**Run 1: selected gate families**

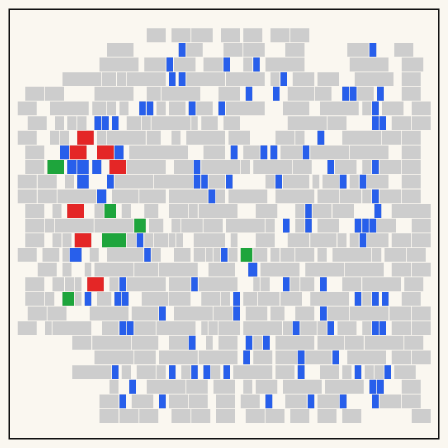
**Run 1: metal layers overlaid**

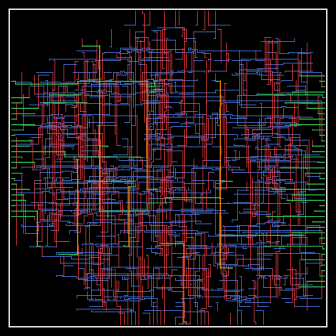
**Run 1: M2 wires**

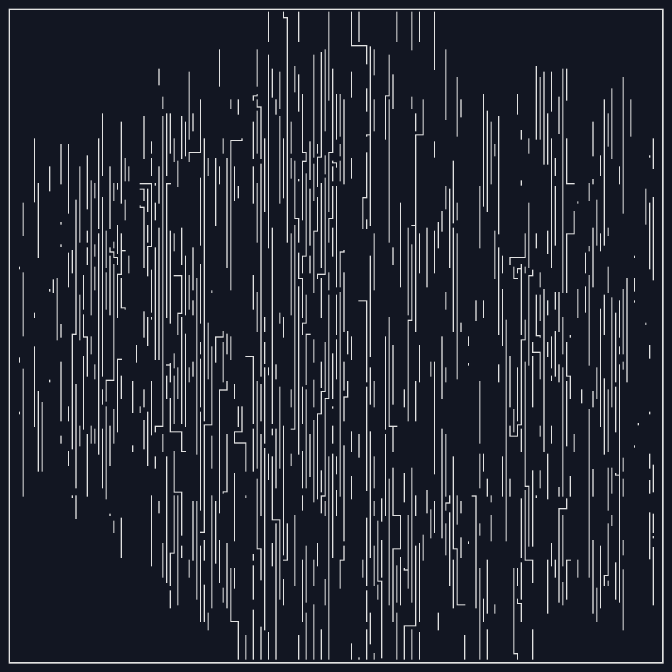
**src/rtl/if_fetch.sv**
```systemverilog
`default_nettype none
// ============================================================================
// Module      : if_fetch
// Description : Instruction-fetch front end. Owns the PC, drives the address
//               of a registered-read instruction memory (data returns one
//               cycle after the address), and presents fetched words to
//               decode. A one-entry skid buffer lets decode stall without
//               losing the word already in flight. Supports branch redirects
//               and a halt state that is left only by a redirect or reset.
// Revision    : 1.0 - initial release
// ----------------------------------------------------------------------------
// Ports
//   clk         in   1       rising-edge clock for all state
//   rst_n       in   1       synchronous active-low reset
//   stall       in   1       decode not ready; hold the presented word
//   br_taken    in   1       redirect request (single-cycle pulse)
//   br_target   in   ADDR_W  redirect word address
//   halt_req    in   1       stop fetching (single-cycle pulse)
//   imem_addr   out  ADDR_W  instruction memory address (the issuing PC)
//   imem_dout   in   DATA_W  memory read data, one cycle after address
//   instr       out  DATA_W  instruction presented to decode
//   instr_pc    out  ADDR_W  word address of instr
//   instr_valid out  1       instr / instr_pc meaningful this cycle
//   halted      out  1       fetch unit is in the HALT state
// ============================================================================
module if_fetch #(
    parameter int ADDR_W   = 9,
    parameter int DATA_W   = 32,
    parameter int RESET_PC = 0
) (
    input  logic              clk,
    input  logic              rst_n,
    input  logic              stall,
    input  logic              br_taken,
    input  logic [ADDR_W-1:0] br_target,
    input  logic              halt_req,
    output logic [ADDR_W-1:0] imem_addr,
    input  logic [DATA_W-1:0] imem_dout,
    output logic [DATA_W-1:0] instr,
    output logic [ADDR_W-1:0] instr_pc,
    output logic              instr_valid,
    output logic              halted
);

    localparam logic [ADDR_W-1:0] c_RESET_PC = ADDR_W'(RESET_PC);
    localparam logic [ADDR_W-1:0] c_PC_ONE   = ADDR_W'(1);

    typedef enum logic [1:0] {
        S_RUN  = 2'd0,
        S_HOLD = 2'd1,
        S_HALT = 2'd2
    } state_t;

    // Registered state
    state_t            r_state;
    logic [ADDR_W-1:0] r_pc;        // address issued to memory this cycle
    logic [ADDR_W-1:0] r_pc_d1;     // address whose data is on imem_dout
    logic              r_v_d1;      // imem_dout carries a wanted word
    logic [DATA_W-1:0] r_hold;      // skid entry data
    logic [ADDR_W-1:0] r_hold_pc;   // skid entry address

    // Next-state values
    state_t            w_state_nxt;
    logic [ADDR_W-1:0] w_pc_nxt;
    logic [ADDR_W-1:0] w_pc_d1_nxt;
    logic              w_v_d1_nxt;
    logic [DATA_W-1:0] w_hold_nxt;
    logic [ADDR_W-1:0] w_hold_pc_nxt;

    // ------------------------------------------------------------------
    // State register
    // ------------------------------------------------------------------
    always_ff @(posedge clk) begin
        if (!rst_n) begin
            r_state   <= S_RUN;
            r_pc      <= c_RESET_PC;
            r_pc_d1   <= '0;
            r_v_d1    <= 1'b0;
            r_hold    <= '0;
            r_hold_pc <= '0;
        end else begin
            r_state   <= w_state_nxt;
            r_pc      <= w_pc_nxt;
            r_pc_d1   <= w_pc_d1_nxt;
            r_v_d1    <= w_v_d1_nxt;
            r_hold    <= w_hold_nxt;
            r_hold_pc <= w_hold_pc_nxt;
        end
    end

    // ------------------------------------------------------------------
    // Next-state logic. Priority: redirect > halt > stall.
    // ------------------------------------------------------------------
    always_comb begin
        w_state_nxt   = r_state;
        w_pc_nxt      = r_pc;
        w_pc_d1_nxt   = r_pc_d1;
        w_v_d1_nxt    = r_v_d1;
        w_hold_nxt    = r_hold;
        w_hold_pc_nxt = r_hold_pc;

        if (br_taken) begin
            // Whatever is in flight or in the skid entry is stale now.
            w_pc_nxt      = br_target;
            w_v_d1_nxt    = 1'b0;
            w_state_nxt   = S_RUN;
            w_hold_nxt    = '0;
            w_hold_pc_nxt = '0;
        end else if (halt_req && (r_state != S_HALT)) begin
            w_state_nxt = S_HALT;
            w_v_d1_nxt  = 1'b0;
        end else begin
            case (r_state)
                S_RUN: begin
                    if (stall && r_v_d1) begin
                        // Capture the presented word; the PC stays put so the
                        // memory re-reads r_pc and its data waits on imem_dout
                        // for when the held word is consumed.
                        w_hold_nxt    = imem_dout;
                        w_hold_pc_nxt = r_pc_d1;
                        w_state_nxt   = S_HOLD;
                    end else begin
                        // Normal advance; a stall with nothing valid is a
                        // bubble and does not block fetch.
                        w_pc_nxt    = r_pc + c_PC_ONE;
                        w_pc_d1_nxt = r_pc;
                        w_v_d1_nxt  = 1'b1;
                    end
                end
                S_HOLD: begin
                    if (!stall) begin
                        // Held word is consumed now; the re-read word at r_pc
                        // is on imem_dout next cycle, so no bubble appears.
                        w_state_nxt = S_RUN;
                        w_pc_d1_nxt = r_pc;
                        w_pc_nxt    = r_pc + c_PC_ONE;
                    end
                end
                default: begin
                    // HALT: frozen until redirect or reset.
                end
            endcase
        end
    end

    // ------------------------------------------------------------------
    // Output mux
    // ------------------------------------------------------------------
    always_comb begin
        instr       = imem_dout;
        instr_pc    = r_pc_d1;
        instr_valid = 1'b0;
        halted      = 1'b0;
        case (r_state)
            S_RUN: begin
                instr_valid = r_v_d1;
            end
            S_HOLD: begin
                instr       = r_hold;
                instr_pc    = r_hold_pc;
                instr_valid = 1'b1;
            end
            default: begin
                halted = 1'b1;
            end
        endcase
    end

    assign imem_addr = r_pc;

endmodule
`default_nettype wire

```
**config.mk**
```make
export PLATFORM = sky130hd
export DESIGN_NAME = if_fetch
export DESIGN_NICKNAME = d
export VERILOG_FILES = /design/src/rtl/if_fetch.sv
export SDC_FILE = /design/constraint.sdc
export NUM_CORES = 1
export LEC_CHECK = 0
export CAP_MARGIN = 20
export CORE_UTILIZATION = 49
export DETAILED_ROUTE_END_ITERATION = 12
export GPL_TIMING_DRIVEN = 0
export PLACE_DENSITY = 0.89
export SLEW_MARGIN = 20
export SYNTH_ARGS = -nofsm -noshare
export SYNTH_HDL_FRONTEND = slang
export SYNTH_SLANG_ARGS = --single-unit
```
**constraint.sdc**
```tcl
create_clock -name clk -period 3.1 [get_ports clk]
set_input_delay 0.62 -clock clk [delete_from_list [all_inputs] [get_ports clk]]
set_output_delay 0.62 -clock clk [all_outputs]
set_load 0.02 [all_outputs]
```
==> flow_summary.toml, run 1 <==
# synthesis and place-and-route metrics
[clock_network]
post_cts_resized = 0
cts_root_buf = "clkbuf_8"
cts-buffers-inserted = 9
clkTransAtPathRegs_ns = 0.07

[setup_path]
crit_cells = 5
r2r_end = "imem_addr[8]"
cp-end-kind = "output port"
path_cells = "inv_1 > nand2_1 > buf_4 > mux2_1 > clkdlybuf4s50_1"
crit_path_start_kind = "flop"
crit_family = "buffers and inverters"
crit_buf_inv = 3

[cells_and_area]
biggestCellCategory = "combinational gates"
layout.cells.most_common = "clkdlybuf4s50_1"
sh_seq_area = 0.2947
largest_reg_flops = 32
area_growth_pct = 43.17
regMostFlops = "r_hold"

[synthesis]
synth_flops = 62
simple_gate_share = 0.1718
netlist_top_cells_area = "dfxtp_1 42%, nand2_1 12%, mux2_2 11%, a21oi_1 6.3%, mux2_1 4.6%"
xor_share = 0.02084
ys_sh_mux = 0.1604

[place]
post-dp-hpwl_um = 5505

[timing]
finalCriticalPeriod_ns = 2.982
rsz0062_at_grt = "false"
setup_viol = 0

[floorplanning]
num_tap_cells = 72
dieArea_um2 = 6317
fp_util = 0.5214

[grt]
grt_pass1_vias = 2776

[routing]
drt_pass1_iterations = 4
topRoutingLayerUsed = "met4"
dr_wl_met3_um = 474

[pwr]
p_leak_uw = 0.001482
seq_power_share = 0.442
p_int_uw = 1421
switchingPower_uw = 460.1

[run_status]
outcome = "finished, final reports clean"
Back to the opening pictures, 'selected gate families':
blue -> nand cells  # cells 103, where spread over the die
red -> xor and xnor cells  # cells 7
green -> and/or cells  # cells 6, where middle left
Finished Layout Cells: 521
Comb/total area: 0.3657

Back to the opening pictures, 'metal layers overlaid':
green -> M3  # wire length 474 um
red -> M2  # wire length 3,810 um
blue -> M1  # wire length 3,320 um
orange -> M4  # wire length 183 um
gr usage total: 0.2595
vias: 2,793
Routed WL: 7782 um
DR WL/cell: 14.94 um

Back to the opening pictures, 'M2 wires':
main direction = vertical
longest straight run = 37.7 um
M2 GR Usage: 0.4615

**Run 1: cell area per tile**

8 x 8 tiles, from white (low) to dark blue (high), 0 to 100% covered.
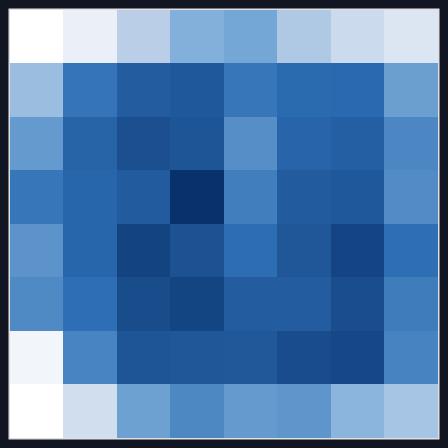

--- run 2 (diff from run 1) ---
--- a/constraint.sdc
+++ b/constraint.sdc
@@ -3,2 +3,2 @@
 set_output_delay 0.62 -clock clk [all_outputs]
-set_load 0.02 [all_outputs]
+set_load 0.1 [all_outputs]
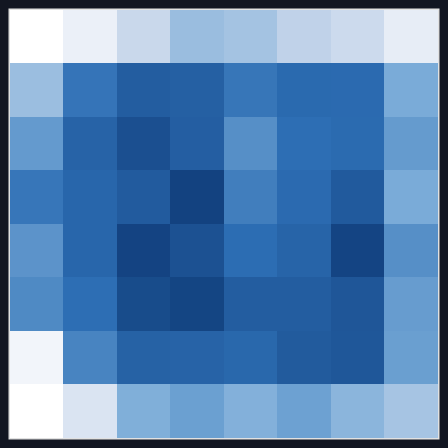
**Above:** run 2 (cell area per tile).
8 x 8 tiles, from white (low) to dark blue (high), 0 to 100% covered.
mean over tiles = 62%
nearly empty tiles = 3.1%
fullest tile = 93%
tiles over 75% full = 48%
floorplan utilization: 0.5214
Util after Layout: 0.7108

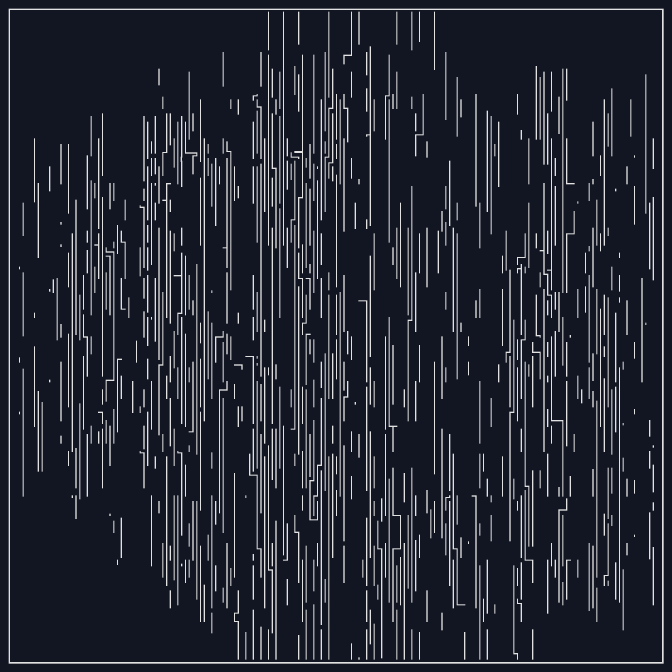
**Above:** run 2 (M2 wires).
share of all routed wire = 49%
longest straight run = 34.3 um
nets with wire on the layer = 436
main direction = vertical
wire length on this layer = 3,830 um
M2 GR Usage: 0.4650
Routed WL: 7825 um
vias: 2,806

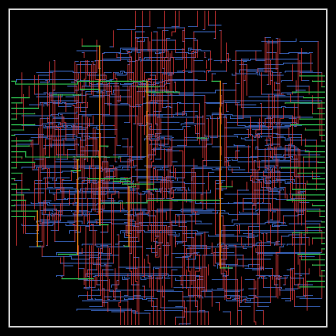
**Above:** run 2 (metal layers overlaid).
orange -> M4  # wire length 167 um
green -> M3  # wire length 438 um
blue -> M1  # wire length 3,390 um
red -> M2  # wire length 3,830 um
gr usage total: 0.2607
DR WL/cell: 15.02 um

==> run 2 against run 1 <==
  * Register-to-register slack barely moved
  * Largest cell class unchanged
  * Cell count did not move
  * Synthesized cell count did not move
  * Synthesized area did not move
  * Largest power group unchanged
  * Cell area fell by 4.8%
  * Critical path depth fell by 1
==> flow_summary.toml, run 2 <==
# synthesis and place-and-route metrics
[setup_path]
crit_cells = 4
r2r_end = "imem_addr[8]"
crit_family = "buffers and inverters"
path_cells = "inv_1 > nand2_1 > mux2_2 > dlygate4sd2_1"
crit_path_start_kind = "flop"
cp-end-kind = "output port"
crit_buf_inv = 2

[floorplanning]
num_tap_cells = 72
dieArea_um2 = 6317

[cells_and_area]
largest_reg_flops = 32
area_growth_pct = 36.33
layout.cells.most_common = "nand2_1"
comb_share = 0.3841
sh_seq_area = 0.3095
regMostFlops = "r_hold"

[timing]
rsz0062_at_grt = "false"
setup_viol = 0

[pwr]
p_leak_uw = 0.001502
p_int_uw = 1394
switchingPower_uw = 682.1

[synthesis]
netlist_top_cells_area = "dfxtp_1 42%, nand2_1 12%, mux2_2 11%, a21oi_1 6.3%, mux2_1 4.6%"
xor_share = 0.02084
ys_sh_mux = 0.1604
synth_flops = 62
simple_gate_share = 0.1718

[run_status]
outcome = "finished, final reports clean"

[routing]
dr_wl_met3_um = 437
drt_pass1_iterations = 5

[grt]
grt_pass1_vias = 2785

[clock_network]
post_cts_resized = 41
cts_root_buf = "clkbuf_8"
Power and IR drop assume default switching activity.
